### src/rtl/lsu_pkg.sv
// Shared definitions for the load/store unit: FSM state encoding, RV32I
// funct3 width/sign codes, default memory depth and the request legality check.
package lsu_pkg;

    localparam int unsigned DEFAULT_DEPTH_WORDS = 128;

    typedef enum logic [1:0] {
        IDLE  = 2'd0,
        READ  = 2'd1,
        WRITE = 2'd2,
        RESP  = 2'd3
    } lsu_state_e;

    localparam logic [2:0] F3_B  = 3'b000;
    localparam logic [2:0] F3_H  = 3'b001;
    localparam logic [2:0] F3_W  = 3'b010;
    localparam logic [2:0] F3_BU = 3'b100;
    localparam logic [2:0] F3_HU = 3'b101;

    // Encoding and alignment errors only; the address range check depends on
    // the instance depth and is done in the top level.
    function automatic logic encoding_error(logic write, logic [2:0] funct3, logic [1:0] offset);
        logic err;
        err = 1'b0;
        case (funct3)
            F3_B:         err = 1'b0;
            F3_H:         err = offset[0];
            F3_W:         err = (offset != 2'b00);
            F3_BU:        err = write;
            F3_HU:        err = write | offset[0];
            default:      err = 1'b1;
        endcase
        return err;
    endfunction

endpackage

### src/rtl/lsu_align.sv
// Combinational lane logic for the load/store unit.
//   funct3     : access width/sign code
//   offset     : byte offset within the word (addr[1:0])
//   word       : word read from data memory
//   wdata      : right-aligned store data
//   load_data  : addressed lane of word, sign/zero extended
//   store_data : word with the store lane merged in (wdata unmodified for SW)
module lsu_align
    import lsu_pkg::*;
(
    input  logic [2:0]  funct3,
    input  logic [1:0]  offset,
    input  logic [31:0] word,
    input  logic [31:0] wdata,
    output logic [31:0] load_data,
    output logic [31:0] store_data
);

    logic [7:0]  byte_lane;
    logic [15:0] half_lane;

    always_comb begin
        byte_lane = word[{offset, 3'b000} +: 8];
        half_lane = offset[1] ? word[31:16] : word[15:0];

        load_data = word;
        case (funct3)
            F3_B:    load_data = {{24{byte_lane[7]}}, byte_lane};
            F3_BU:   load_data = {24'h000000, byte_lane};
            F3_H:    load_data = {{16{half_lane[15]}}, half_lane};
            F3_HU:   load_data = {16'h0000, half_lane};
            default: load_data = word;
        endcase
    end

    always_comb begin
        store_data = wdata;
        case (funct3)
            F3_B: begin
                store_data = word;
                store_data[{offset, 3'b000} +: 8] = wdata[7:0];
            end
            F3_H: begin
                store_data = word;
                store_data[{offset[1], 4'b0000} +: 16] = wdata[15:0];
            end
            default: store_data = wdata;
        endcase
    end

endmodule

### src/rtl/load_store_unit.sv
// RV32I load/store unit between a core request port and a word-wide data
// memory with combinational read. Sub-word stores are read-modify-write.
//   clk, rst_n            : clock, asynchronous active-low reset
//   req_valid/req_ready   : request handshake (ready only in IDLE)
//   req_write/funct3/addr/wdata : access description
//   resp_valid/rdata/err  : one-cycle completion pulse with load data / error
//   MemRead/MemWrite      : single-cycle registered memory strobes
//   mem_addr/wdata/rdata  : data memory word index, write word, read word
module load_store_unit
    import lsu_pkg::*;
#(
    parameter int unsigned DEPTH_WORDS = DEFAULT_DEPTH_WORDS,
    parameter int unsigned MEM_AW      = 9
) (
    input  logic              clk,
    input  logic              rst_n,
    input  logic              req_valid,
    output logic              req_ready,
    input  logic              req_write,
    input  logic [2:0]        req_funct3,
    input  logic [31:0]       req_addr,
    input  logic [31:0]       req_wdata,
    output logic              resp_valid,
    output logic [31:0]       resp_rdata,
    output logic              resp_err,
    output logic              MemRead,
    output logic              MemWrite,
    output logic [MEM_AW-1:0] mem_addr,
    output logic [31:0]       mem_wdata,
    input  logic [31:0]       mem_rdata
);

    localparam logic [63:0] BYTE_LIMIT = 64'(DEPTH_WORDS) * 64'd4;

    lsu_state_e          state_q, state_d;
    logic                write_q;
    logic [2:0]          funct3_q;
    logic [MEM_AW+1:0]   addr_q;
    logic [31:0]         wdata_q;
    logic [31:0]         rdata_q;
    logic                err_q;
    logic                mem_read_q, mem_read_d;
    logic                mem_write_q, mem_write_d;
    logic                resp_valid_q, resp_valid_d;

    logic                accept;
    logic                acc_err;
    logic [31:0]         load_data;
    logic [31:0]         store_data;

    assign accept  = req_valid && (state_q == IDLE);
    assign acc_err = encoding_error(req_write, req_funct3, req_addr[1:0])
                     || (64'(req_addr) >= BYTE_LIMIT);

    always_comb begin
        state_d      = state_q;
        mem_read_d   = 1'b0;
        mem_write_d  = 1'b0;
        resp_valid_d = 1'b0;
        case (state_q)
            IDLE: begin
                if (req_valid) begin
                    if (acc_err) begin
                        state_d      = RESP;
                        resp_valid_d = 1'b1;
                    end else if (req_write && (req_funct3 == F3_W)) begin
                        state_d     = WRITE;
                        mem_write_d = 1'b1;
                    end else begin
                        // Loads and sub-word stores both start with a read.
                        state_d    = READ;
                        mem_read_d = 1'b1;
                    end
                end
            end
            READ: begin
                if (write_q) begin
                    state_d     = WRITE;
                    mem_write_d = 1'b1;
                end else begin
                    state_d      = RESP;
                    resp_valid_d = 1'b1;
                end
            end
            WRITE: begin
                state_d      = RESP;
                resp_valid_d = 1'b1;
            end
            default: state_d = IDLE;
        endcase
    end

    // Strobes and response flag are flops of their own so the outputs never
    // glitch on multi-bit state transitions.
    always_ff @(posedge clk or negedge rst_n) begin
        if (!rst_n) begin
            state_q      <= IDLE;
            mem_read_q   <= 1'b0;
            mem_write_q  <= 1'b0;
            resp_valid_q <= 1'b0;
        end else begin
            state_q      <= state_d;
            mem_read_q   <= mem_read_d;
            mem_write_q  <= mem_write_d;
            resp_valid_q <= resp_valid_d;
        end
    end

    always_ff @(posedge clk or negedge rst_n) begin
        if (!rst_n) begin
            write_q  <= 1'b0;
            funct3_q <= 3'b000;
            addr_q   <= '0;
            wdata_q  <= 32'h0;
            rdata_q  <= 32'h0;
            err_q    <= 1'b0;
        end else begin
            if (accept) begin
                write_q  <= req_write;
                funct3_q <= req_funct3;
                addr_q   <= req_addr[MEM_AW+1:0];
                wdata_q  <= req_wdata;
                err_q    <= acc_err;
            end
            if (state_q == READ) begin
                rdata_q <= mem_rdata;
            end
        end
    end

    lsu_align u_align (
        .funct3     (funct3_q),
        .offset     (addr_q[1:0]),
        .word       (rdata_q),
        .wdata      (wdata_q),
        .load_data  (load_data),
        .store_data (store_data)
    );

    assign req_ready  = (state_q == IDLE);
    assign MemRead    = mem_read_q;
    assign MemWrite   = mem_write_q;
    assign mem_addr   = addr_q[MEM_AW+1:2];
    assign mem_wdata  = store_data;
    assign resp_valid = resp_valid_q;
    assign resp_err   = resp_valid_q && err_q;
    assign resp_rdata = (resp_valid_q && !write_q && !err_q) ? load_data : 32'h0;

endmodule

### config.mk
export PLATFORM = sky130hd
export DESIGN_NAME = load_store_unit
export DESIGN_NICKNAME = d
export VERILOG_FILES = /design/src/rtl/lsu_pkg.sv /design/src/rtl/lsu_align.sv /design/src/rtl/load_store_unit.sv
export SDC_FILE = /design/constraint.sdc
export NUM_CORES = 1
export LEC_CHECK = 0
export ABC_AREA = 1
export CAP_MARGIN = 20
export CORE_AREA = 2 2 106 108
export CTS_BUF_LIST = sky130_fd_sc_hd__clkbuf_8
export CTS_CLUSTER_SIZE = 24
export DETAILED_ROUTE_END_ITERATION = 8
export DIE_AREA = 0 0 108 110
export HOLD_SLACK_MARGIN = 0.08
export PLACE_DENSITY = 0.86
export SETUP_SLACK_MARGIN = 0.15
export SLEW_MARGIN = 20
export SYNTH_ARGS = -nofsm -noshare
export SYNTH_HDL_FRONTEND = slang
export SYNTH_SLANG_ARGS = --single-unit
### constraint.sdc
create_clock -name clk -period 6.6 [get_ports clk]
set_clock_uncertainty 0.05 [all_clocks]
set_input_delay 0.66 -clock clk [delete_from_list [all_inputs] [get_ports clk]]
set_output_delay 0.66 -clock clk [all_outputs]
set_load 0.05 [all_outputs]
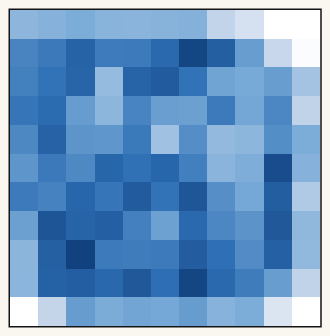
run_1/density.png
The die is cut into 11 by 11 equal tiles; white is low, dark blue is high, 0 to 100% covered.
4.1% of the tiles are nearly empty. 26% of the tiles are over 75% full. The fullest tile reaches 93%. The mean over all tiles is 59%. The emptiest ninth of the die: north-east.

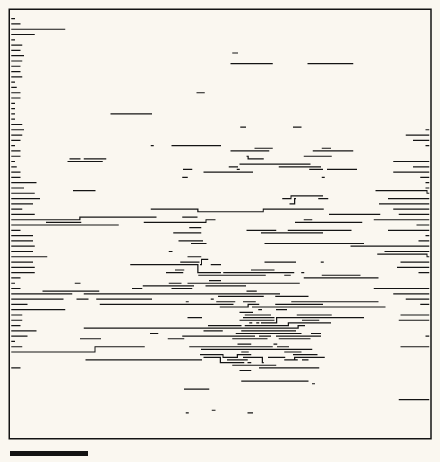
run_1/met3.png
The bar under the picture is 20 um long.
191 nets have wire on it. The longest straight run is 55.0 um.

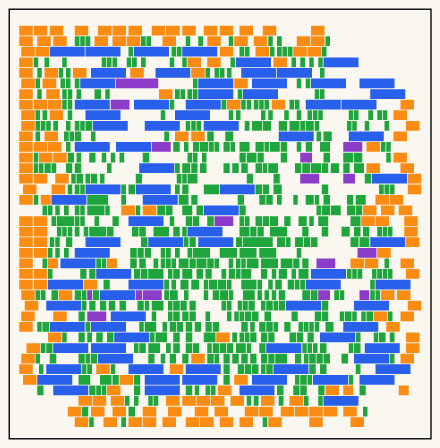
run_1/cell_classes.png
Blue marks flip-flops, cells 85. Orange marks other buffers and delay cells, cells 184. Green marks all other logic, cells 603. Purple marks clock drivers and dummy loads, cells 16.

==> impl_metrics.toml, run 1 <==
# generated from flow reports
[final_timing]
layout_min_cycle_time_ns = 4.87
tns_ns = 0
relSlewSlack_pct = 27.6
hold_ws_ns = 0.194
fmax_mhz = 206
finalSetupViolCount = 0
slew_viol_final = 0
worst_slack_ns = 1.73

[final_layout]
comb_share_pct = 36.6
stdcell_count = 1028
drive_above_1_share_pct = 4.39
clockBufferCount = 9
nFillCells = 946
regArea_sq_um = 2130
clock_area_share_pct = 2.73
logic_area_sq_um = 2640
largest_class = "logic gates"
num-nonclk-inverters = 63
buffers = 184
reg_top3 = "rdata_q (32), wdata_q (32), addr_q (11)"
logic_gate_count = 540

[cts]
cts.sinks = 85
cts_tree = "done"
cts.clk_slew.worst_paths_ns = 0.09
ctsHoldBuffers = 0
cts_buffers = 9
clockBufferDepth = 2
cts_resized = 0
clk_latency_ns = 0.36
cts_root_buf = "clkbuf_8"

[yosys]
syn_nets = 853
logic_family = "AND-OR/OR-AND gates"
synth_cells = 741
ys_sh_xor_pct = 0
synth.cellmix.simpleShare_pct = 23.0
ys_types = 31
yosysMostFrequentCell = "nand2_1"
edf_count = 0
synth_area_sq_um = 5280
ff_type = "dfrtp_1"
ys_area_sq_um = 5280

[global_route]
grtUsageMet1_pct = 39.8
antenna_found_initial = 0
track_usage_pct = 30.1
gr-max-usage-layer = "met2"
grt.overflow.total = 0
grt_use_met2_pct = 47.8

[worst_setup_path]
worstReg2RegEnd = "resp_valid"
crit_start = "addr_q[0]"
critical_path.endpoint_type = "output pin"
reg2reg_slack_ns = 4.48
cp_cell_sequence = "inv_1 > ha_1 > nand2_1 > o31ai_1 > nand3_1 > a31oi_1 > clkdlybuf4s50_1"
path_depth = 7
worstPathMaxFanout = 40
worstSetupStartpointType = "flop"
path_delay_family = "buffers and inverters"
reg2reg_depth = 8
path_buffers = 2

[floorplanning]
rows = 38
core_sq_um = 10700
ios = 181
die-area_sq_um = 11900

[place]
place_congestion = 0.955
io_buffer_count = 180
pre_cts_slack_ns = 2.24

[route]
wl_met1_um = 7210
highest-signal-layer = "met4"
via_count = 5809
drc_errors = 0
drt_iter0_markers = 612

[pwr]
pg_seq_uw = 1090
p_int_uw = 1840
pg_comb_uw = 2920
p_clk_share_pct = 8.6
p_switching_uw = 2550
p_leak_uw = 0.00313
pg_clk_uw = 376

[hold_path]
hold_path_class = "in -> async"

[run]
maxCapViolCount = 0

[run_status]
outcome = "finished clean"
==> run 2, diff against run 1 <==
CORE_AREA = 2 2 109 111   (was 2 2 106 108)
DIE_AREA = 0 0 111 113   (was 0 0 108 110)
PLACE_DENSITY = 0.82   (was 0.86)
clock period = 4.68 ns   (was 6.6 ns; I/O delays follow)
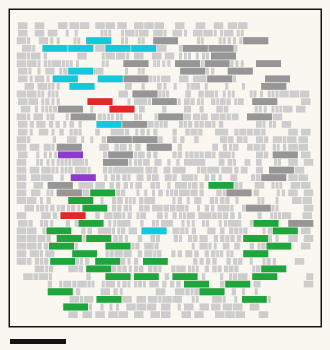
run_2/registers.png
The bar under the picture is 20 um long. Other sequential cells in the stronger grey, the rest of the logic in the fainter grey.
Cyan marks addr_q, sequential cells 11. Red marks funct3_q, sequential cells 3. Purple marks state_q, sequential cells 2. Green marks rdata_q, sequential cells 32.
Another 37 sequential cells are not coloured.
fraction of area in registers: 29.3%
post-layout util: 64.4%
power in sequential cells: 1480 uW
Reg area: 2130 sq um

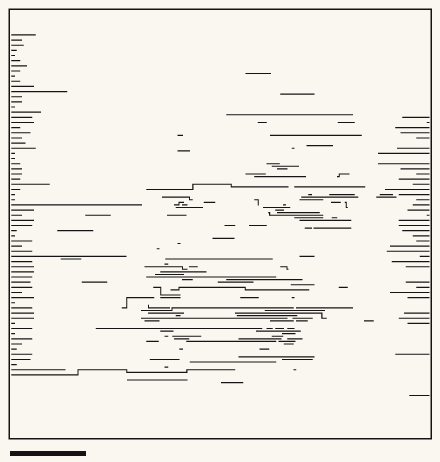
run_2/met3.png
The bar under the picture is 20 um long.
The longest straight run is 43.7 um. 173 nets have wire on it. The layer carries 1580 um of wire. The layer holds 9.0% of the routed length.

==> impl_metrics.toml, run 2 <==
# generated from flow reports
[run_status]
outcome = "finished clean"

[place]
dpl-instance-area_sq_um = 7050
dpl.hpwl_um = 13300
pre_cts_slack_ns = 1.08
place_congestion = 0.971

[worst_setup_path]
worstReg2RegEnd = "addr_q[1]"
path_buffers = 4
cp_cell_sequence = "buf_4 > inv_1 > ha_1 > clkinv_1 > nor3_1 > a31oi_4 > o21ai_0 > clkdlybuf4s50_1"
path_delay_family = "buffers and inverters"
worstPathMaxFanout = 22
worstSetupStartpointType = "flop"
path_depth = 8
crit_start = "addr_q[1]"
reg2reg_slack_ns = 2.65
critical_path.endpoint_type = "output pin"
reg2reg_depth = 6

[final_layout]
largest_class = "logic gates"
drive_above_1_share_pct = 5.14
clockBufferCount = 9
area_growth_pct = 37.6
logic_area_sq_um = 2640
nFillCells = 1003
reg_top3 = "rdata_q (32), wdata_q (32), addr_q (11)"
comb_share_pct = 36.3
clock_area_share_pct = 2.74
stdcell_count = 1038
num-nonclk-inverters = 63
logic_gate_count = 540
buffers = 191

[global_route]
grtUsageMet1_pct = 38.5
grt_use_met3_pct = 6.43
track_usage_pct = 28.2
antenna_found_initial = 0
grt_use_met2_pct = 45.6
grt.overflow.total = 0
grt_pass1_wl_um = 28100
gr-max-usage-layer = "met2"

[floorplanning]
core_sq_um = 11300
die-area_sq_um = 12500
initial_utilization_pct = 46.8
ios = 181
rows = 39

[route]
highest-signal-layer = "met4"
drt_iter0_markers = 602
drc_errors = 0
wl_met1_um = 7620
via_count = 5743

[yosys]
logic_family = "AND-OR/OR-AND gates"
yosysMostFrequentCell = "nand2_1"
ys_top_cells_by_area = "dfrtp_1 (40%), nand2_1 (15%), o21ai_0 (9.7%)"
ff_type = "dfrtp_1"
synth.cellmix.simpleShare_pct = 23.0
synth_area_sq_um = 5280
ys_area_sq_um = 5280
syn_nets = 853
ys_sh_xor_pct = 0
edf_count = 0
ys_sh_aoi_pct = 24.7
ys_types = 31
ys.flops = 85

[cts]
cts_tree = "done"
cts.sinks = 85
cts.clk_slew.worst_paths_ns = 0.10
cts_resized = 0
cts_buffers = 9
ctsHoldBuffers = 1
clockBufferDepth = 2
cts_root_buf = "clkbuf_8"

[final_timing]
hold_ws_ns = 0.438
relSlewSlack_pct = 33.5
fin_crit_sh_pct = 87.3
finalSetupViolCount = 0
fmax_mhz = 245
layout_min_cycle_time_ns = 4.08
tns_ns = 0
slew_viol_final = 0

[hold_path]
hold_path_class = "reg -> reg"
min_from = "addr_q[7]"

[pwr]
p_switching_uw = 3610
power.group.top = "combinational logic"
p_leak_uw = 0.00315
pg_comb_uw = 4210
p_int_uw = 2630
pg_clk_uw = 550
p_clk_share_pct = 8.8

[run]
maxCapViolCount = 0
==> run 3, diff against run 2 <==
CAP_MARGIN = 10   (was 20)
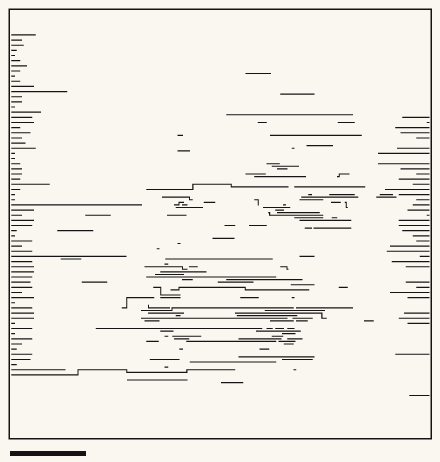
run_3/met3.png
The bar under the picture is 20 um long.
The layer holds 9.0% of the routed length. 173 nets have wire on it. The layer carries 1580 um of wire.

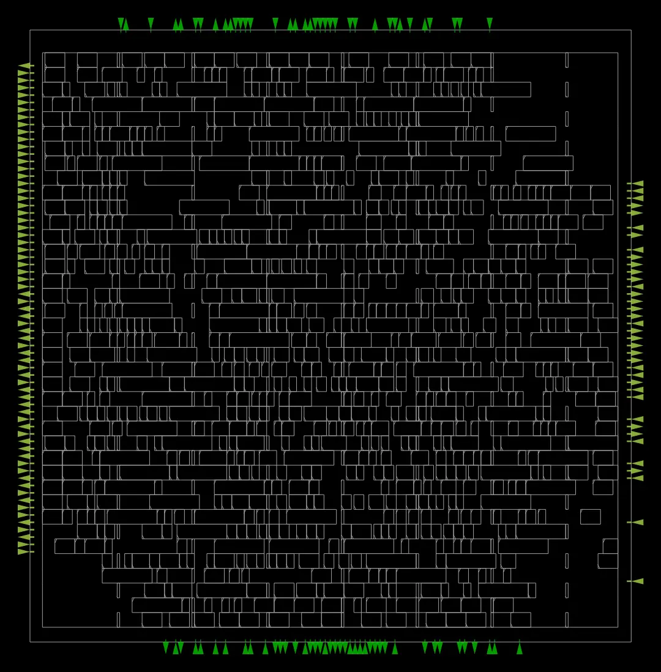
run_3/final_placement.png
Flops: 85
non-filler cells, final: 1038
TAP cells: 143
Core Region: 11300 sq um
Core Rows: 39

==> impl_metrics.toml, run 3 <==
# generated from flow reports
[run]
maxCapViolCount = 0

[floorplanning]
ios = 181

[worst_setup_path]
worstReg2RegEnd = "addr_q[1]"
path_buffers = 4
crit_start = "addr_q[1]"
path_delay_family = "buffers and inverters"
reg2reg_slack_ns = 2.65
cp_cell_sequence = "buf_4 > inv_1 > ha_1 > clkinv_1 > nor3_1 > a31oi_4 > o21ai_0 > clkdlybuf4s50_1"
critical_path.endpoint_type = "output pin"
reg2reg_depth = 6
path_depth = 8

[place]
dpl-instance-area_sq_um = 7050
pre_cts_slack_ns = 1.08
place_congestion = 0.971

[pwr]
p_switching_uw = 3610
pg_comb_uw = 4210
p_clk_share_pct = 8.8
pg_clk_uw = 550
p_leak_uw = 0.00315
power.group.top = "combinational logic"

[run_status]
outcome = "finished clean"

[yosys]
ys_sh_aoi_pct = 24.7
synth_area_sq_um = 5280
ys.flops = 85
edf_count = 0
ys_top_cells_by_area = "dfrtp_1 (40%), nand2_1 (15%), o21ai_0 (9.7%)"
synth.cellmix.simpleShare_pct = 23.0
ys_area_sq_um = 5280
syn_nets = 853
logic_family = "AND-OR/OR-AND gates"

[final_layout]
utilization_pct = 64.4
largest_class = "logic gates"
comb_share_pct = 36.3
num-nonclk-inverters = 63
regArea_sq_um = 2130
reg_top3 = "rdata_q (32), wdata_q (32), addr_q (11)"
buffers = 191
seq_area_share_pct = 29.3
clock_area_share_pct = 2.74
nFillCells = 1003
area_growth_pct = 37.6

[cts]
cts_root_buf = "clkbuf_8"
cts_resized = 0
cts.clk_slew.worst_paths_ns = 0.10
clockBufferDepth = 2
cts_tree = "done"
cts.sinks = 85

[global_route]
grt_pass1_wl_um = 28100
grtUsageMet1_pct = 38.5
grt_use_met2_pct = 45.6
gr-max-usage-layer = "met2"
track_usage_pct = 28.2
antenna_found_initial = 0
grt.overflow.total = 0
grt_use_met3_pct = 6.43

[final_timing]
relSlewSlack_pct = 33.5
hold_ws_ns = 0.438
slew_viol_final = 0
fmax_mhz = 245
fin_crit_sh_pct = 87.3

[route]
drt_iter0_markers = 602
via_count = 5743
highest-signal-layer = "met4"
drc_errors = 0

[hold_path]
hold_path_class = "reg -> reg"
min_from = "addr_q[7]"
Power and IR drop assume default switching activity.
